### Placement by cell class

The bar under the picture is 100 um long.
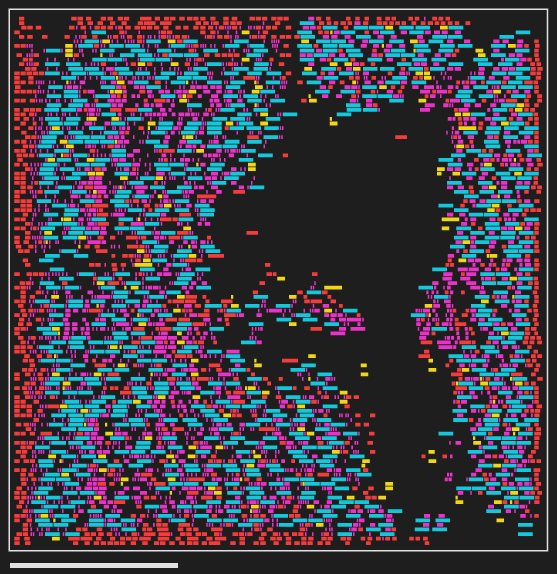
### Selected gate families

The bar under the picture is 100 um long.
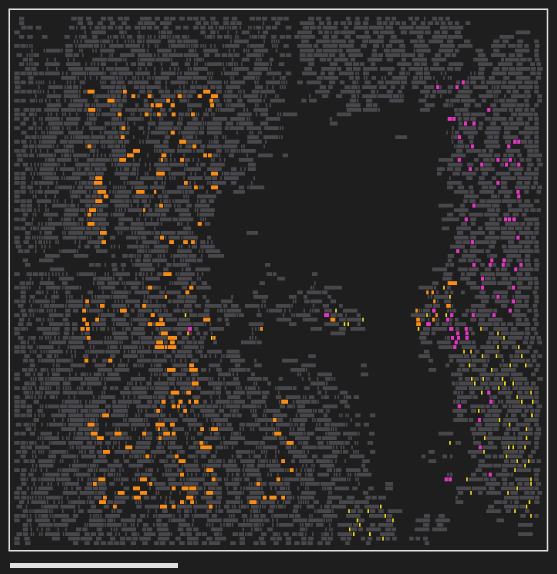
### config.mk
export PLATFORM = sky130hd
export DESIGN_NAME = mmu_ctrl
export DESIGN_NICKNAME = d
export VERILOG_FILES = /design/src/rtl/mmu_pkg.sv /design/src/rtl/mmu_out_serializer.sv /design/src/rtl/mmu_ctrl.sv
export SDC_FILE = /design/constraint.sdc
export NUM_CORES = 2
export LEC_CHECK = 0
export CORE_AREA = 2 2 318 320
export CTS_BUF_LIST = sky130_fd_sc_hd__clkbuf_8
export DETAILED_ROUTE_END_ITERATION = 8
export DIE_AREA = 0 0 320 322
export PLACE_DENSITY = 0.65
export SETUP_SLACK_MARGIN = 0.05
export SLEW_MARGIN = 30
export SYNTH_ARGS = -nofsm -noshare
export SYNTH_HDL_FRONTEND = slang
export SYNTH_SLANG_ARGS = --single-unit
### constraint.sdc
create_clock -name clk -period 2.8 [get_ports clk]
set_clock_uncertainty 0.15 [all_clocks]
set_input_delay 0.56 -clock clk [delete_from_list [all_inputs] [get_ports clk]]
set_output_delay 0.56 -clock clk [all_outputs]
set_load 0.05 [all_outputs]
### src/rtl/mmu_pkg.sv
// mmu_pkg: shared state type, sizing constants and element indexing
// for the mmu_ctrl sequencer and its output serializer.
package mmu_pkg;

    localparam int MMU_N              = 4;
    localparam int MMU_DATA_W         = 8;
    localparam int MMU_ACC_W          = 32;
    localparam int MMU_TIMEOUT_CYCLES = 256;

    typedef enum logic [1:0] {
        S_IDLE    = 2'd0,
        S_LOAD    = 2'd1,
        S_COMPUTE = 2'd2,
        S_DRAIN   = 2'd3
    } state_t;

    // Row-major element position inside the mac_array flat buses.
    function automatic int flat_idx(input int i, input int j);
        return i * MMU_N + j;
    endfunction

endpackage

### src/rtl/mmu_out_serializer.sv
// mmu_out_serializer: captures the mac_array results and streams them
// out row-major as one ACC_W word per valid/ready handshake.
module mmu_out_serializer
    import mmu_pkg::*;
#(
    parameter int N     = MMU_N,
    parameter int ACC_W = MMU_ACC_W
) (
    input  logic                 clk,
    input  logic                 reset_n,
    input  logic                 i_capture,
    input  logic [N*N*ACC_W-1:0] i_mac_c,
    input  logic                 i_out_ready,
    output logic                 o_out_valid,
    output logic [ACC_W-1:0]     o_out_data,
    output logic                 o_out_last,
    output logic                 o_last_hs
);

    localparam int NE = N * N;
    localparam int KW = $clog2(NE);

    logic [NE*ACC_W-1:0] r_res;
    logic [KW-1:0]       r_k;
    logic                r_valid;
    logic                w_last;
    logic                w_hs;

    assign w_last    = r_valid & (r_k == KW'(NE - 1));
    assign w_hs      = r_valid & i_out_ready;
    assign o_last_hs = w_last & i_out_ready;

    always_ff @(posedge clk or negedge reset_n) begin
        if (!reset_n) begin
            r_res   <= '0;
            r_k     <= '0;
            r_valid <= 1'b0;
        end else if (i_capture) begin
            r_res   <= i_mac_c;
            r_k     <= '0;
            r_valid <= 1'b1;
        end else if (w_hs) begin
            r_k <= r_k + KW'(1);
            if (w_last) begin
                r_valid <= 1'b0;
            end
        end
    end

    // Data is forced to zero outside a drain so idle buses stay quiet.
    assign o_out_valid = r_valid;
    assign o_out_data  = r_valid ? r_res[r_k*ACC_W +: ACC_W] : '0;
    assign o_out_last  = w_last;

endmodule

### src/rtl/mmu_ctrl.sv
// mmu_ctrl: loads A/B byte streams into mac_array, runs it, drains results.
// Optional compute watchdog is enabled with `define MMU_CTRL_TIMEOUT_EN.
module mmu_ctrl
    import mmu_pkg::*;
#(
    parameter int N              = MMU_N,
    parameter int DATA_W         = MMU_DATA_W,
    parameter int ACC_W          = MMU_ACC_W,
    parameter int TIMEOUT_CYCLES = MMU_TIMEOUT_CYCLES
) (
    input  logic                  clk,
    input  logic                  reset_n,
    input  logic                  in_valid,
    output logic                  in_ready,
    input  logic [DATA_W-1:0]     in_data,
    output logic                  out_valid,
    input  logic                  out_ready,
    output logic [ACC_W-1:0]      out_data,
    output logic                  out_last,
    output logic                  busy,
    output logic                  err,
    output logic                  mac_reset,
    output logic                  mac_enable,
    output logic [N*N*DATA_W-1:0] mac_a,
    output logic [N*N*DATA_W-1:0] mac_b,
    input  logic [N*N*ACC_W-1:0]  mac_c,
    input  logic                  mac_done
);

    localparam int NE    = N * N;
    localparam int IDX_W = $clog2(2 * NE);
    localparam int POS_W = $clog2(NE);

    state_t               r_state;
    state_t               w_state_nxt;
    logic [IDX_W-1:0]     r_idx;
    logic [NE*DATA_W-1:0] r_mac_a;
    logic [NE*DATA_W-1:0] r_mac_b;
    logic [POS_W-1:0]     w_pos;
    logic                 w_in_hs;
    logic                 w_load_last;
    logic                 w_capture;
    logic                 w_drain_last;
    logic                 w_timeout;

    assign w_in_hs     = in_valid & in_ready;
    assign w_load_last = w_in_hs & (r_idx == IDX_W'(2 * NE - 1));
    assign w_capture   = (r_state == S_COMPUTE) & mac_done;
    assign w_pos       = POS_W'(flat_idx(int'(r_idx[POS_W-1:0]) / N,
                                         int'(r_idx[POS_W-1:0]) % N));

    always_ff @(posedge clk or negedge reset_n) begin
        if (!reset_n) begin
            r_state <= S_IDLE;
        end else begin
            r_state <= w_state_nxt;
        end
    end

    always_comb begin
        w_state_nxt = r_state;
        unique case (r_state)
            S_IDLE: begin
                if (w_in_hs) w_state_nxt = S_LOAD;
            end
            S_LOAD: begin
                if (w_load_last) w_state_nxt = S_COMPUTE;
            end
            S_COMPUTE: begin
                if (mac_done) begin
                    w_state_nxt = S_DRAIN;
                end else if (w_timeout) begin
                    w_state_nxt = S_IDLE;
                end
            end
            S_DRAIN: begin
                if (w_drain_last) w_state_nxt = S_IDLE;
            end
            default: w_state_nxt = S_IDLE;
        endcase
    end

    // Upper index half selects B; the index wraps to 0 after the last byte.
    always_ff @(posedge clk or negedge reset_n) begin
        if (!reset_n) begin
            r_idx   <= '0;
            r_mac_a <= '0;
            r_mac_b <= '0;
        end else if (w_in_hs) begin
            if (r_idx[IDX_W-1]) begin
                r_mac_b[w_pos*DATA_W +: DATA_W] <= in_data;
            end else begin
                r_mac_a[w_pos*DATA_W +: DATA_W] <= in_data;
            end
            r_idx <= w_load_last ? '0 : r_idx + IDX_W'(1);
        end
    end

`ifdef MMU_CTRL_TIMEOUT_EN
    localparam int TMO_W = $clog2(TIMEOUT_CYCLES) + 1;

    logic [TMO_W-1:0] r_tmo;
    logic             r_err;

    assign w_timeout = (r_state == S_COMPUTE) & ~mac_done &
                       (r_tmo == TMO_W'(TIMEOUT_CYCLES - 1));

    always_ff @(posedge clk or negedge reset_n) begin
        if (!reset_n) begin
            r_tmo <= '0;
            r_err <= 1'b0;
        end else begin
            if (r_state != S_COMPUTE) begin
                r_tmo <= '0;
            end else if (!mac_done) begin
                r_tmo <= r_tmo + TMO_W'(1);
            end
            if (w_timeout) begin
                r_err <= 1'b1;
            end else if ((r_state == S_IDLE) && w_in_hs) begin
                r_err <= 1'b0;
            end
        end
    end

    assign err = r_err;
`else
    // Without the watchdog COMPUTE waits for mac_done indefinitely.
    assign w_timeout = (TIMEOUT_CYCLES < 0);
    assign err       = 1'b0;
`endif

    mmu_out_serializer #(
        .N     (N),
        .ACC_W (ACC_W)
    ) u_ser (
        .clk         (clk),
        .reset_n     (reset_n),
        .i_capture   (w_capture),
        .i_mac_c     (mac_c),
        .i_out_ready (out_ready),
        .o_out_valid (out_valid),
        .o_out_data  (out_data),
        .o_out_last  (out_last),
        .o_last_hs   (w_drain_last)
    );

    assign in_ready   = (r_state == S_IDLE) | (r_state == S_LOAD);
    assign busy       = (r_state != S_IDLE);
    assign mac_enable = (r_state == S_COMPUTE);
    assign mac_reset  = (r_state != S_COMPUTE);
    assign mac_a      = r_mac_a;
    assign mac_b      = r_mac_b;

endmodule

==> results.cfg <==
; generated from flow reports
[synthesis]
ys_warn_count = 0
fp_nets = 4088
common_cells = 1617 x nand2_1, 780 x dfrtp_1, 299 x mux2i_1, 194 x mux2_2, 153 x clkbuf_1
top_cell = nand2_1
synth_area_sq_mm = 0.03476
ys.flop_type = dfrtp_1
synth.cellmix.xorXnorShare = 0.001260
ys_sh_simple = 0.2066
top_cells_by_area = dfrtp_1 56%, nand2_1 17%, mux2i_1 8.6%
synthMuxAreaShare = 0.1561
ys_area_sq_mm = 0.03476
ys_sh_aoi = 0.03513
ys_async_sr_fraction = 1.000

[power_and_ir_drop]
p_int_uw = 33740
p_seq_uw = 18700
top_power_group = combinational cells
powerDensity_mw_per_mm2 = 1241
p_sw_frac = 0.4489
power.share.clock = 0.171

[die]
die_area_sq_mm = 0.1030
die_h_um = 322
dieWidth_um = 320
tap_cells = 1298
num_rows = 116

[cells_and_area]
comb_area_sq_mm = 0.01470
seq_cells = 780
drive_gt1_frac = 0.1712
comb_cells = 2477
top_register = u_ser.r_res
area_growth_pct = 41.89
fill_cells = 9169
signal_buffers = 1017
num_antenna_cells = 25
clkCellAreaFrac = 0.05390

[worst_setup_path]
arrival_ps = 2890
crit_end = out_data[3]
critPathMaxStageDelay_ps = 490
cp_common_cell = buf_12
rr_endpoint = mac_b[120]$_DFFE_PN0P_
r2r-start = r_idx[0]$_DFFE_PN0P_
rrSetupSlack_ps = 230
critPathLaunchType = flip-flop
endpoint_kind = output pin
crit_chain = buf_12 > buf_12 > buf_12 > buf_12 > mux2i_1 > a22oi_1 > nand2_2 > o22ai_2 > buf_6 > buf_12
cp.depth = 10
crit_family = buffers and inverters
cp_slowest_cell = dfrtp_4

[global_routing]
grt_pass1_wl_um = 197500
grt_usage = 0.2604
antenna_found_initial = 47
use_met3 = 0.07181
grt.busiest_layer = met2
overflow = 0
met1_usage = 0.3246

[cts]
postCtsSetupRepairBufs = 16
cts-resized-gates = 368
clk_latency_ps = 810
cts_tree = done
clk_pin_slew_ps = 70
cts_sinks = 780

[job]
max_cap_viol_count = 0
warning_count = 37

[place]
place_congestion = 0.9198
dp.cells = 5626

[route]
wirelength_um = 136000
ant_nets = 0
via_per_inst = 4.981
drt_iter0_drc = 2407
wl_met3_um = 11080
vias = 29420
drt-pass1-iter-count = 5

[status]
status = finished with violations
violations = setup timing

[worst_hold_path]
holdPathStages = 3
hold_path_class = primary input to flip-flop
whs_endpoint = u_ser.r_res[133]$_DFFE_PN0P_

[final_timing]
setup_ws_ps = -803.8
setup_viol = 33
final_hold_viol_count = 0
final-max-slew-violation-count = 0
fin_crit_sh = 1.287
worstMarginPinSlew_ps = 738.4
Back to the opening pictures, 'Placement by cell class':
flops: in cyan, cells 780, share of their area 41%. other buffers and delay cells: in red, cells 1017, share of their area 22%. combinational and other logic: in magenta, cells 2552, share of their area 31%. clock drivers and dummy loads: in yellow, cells 235, share of their area 5.6%.
design area: 0.04933 sq mm
final core utilization: 0.4954
core area: 0.09957 sq mm

Back to the opening pictures, 'Selected gate families':
inverting AOI/OAI gates: in orange, cells 174. AND and OR gates: in magenta, cells 69. inverters: in yellow, cells 75.
Comb/total area: 0.2981
Top cell excl fill/tap: nand2_1

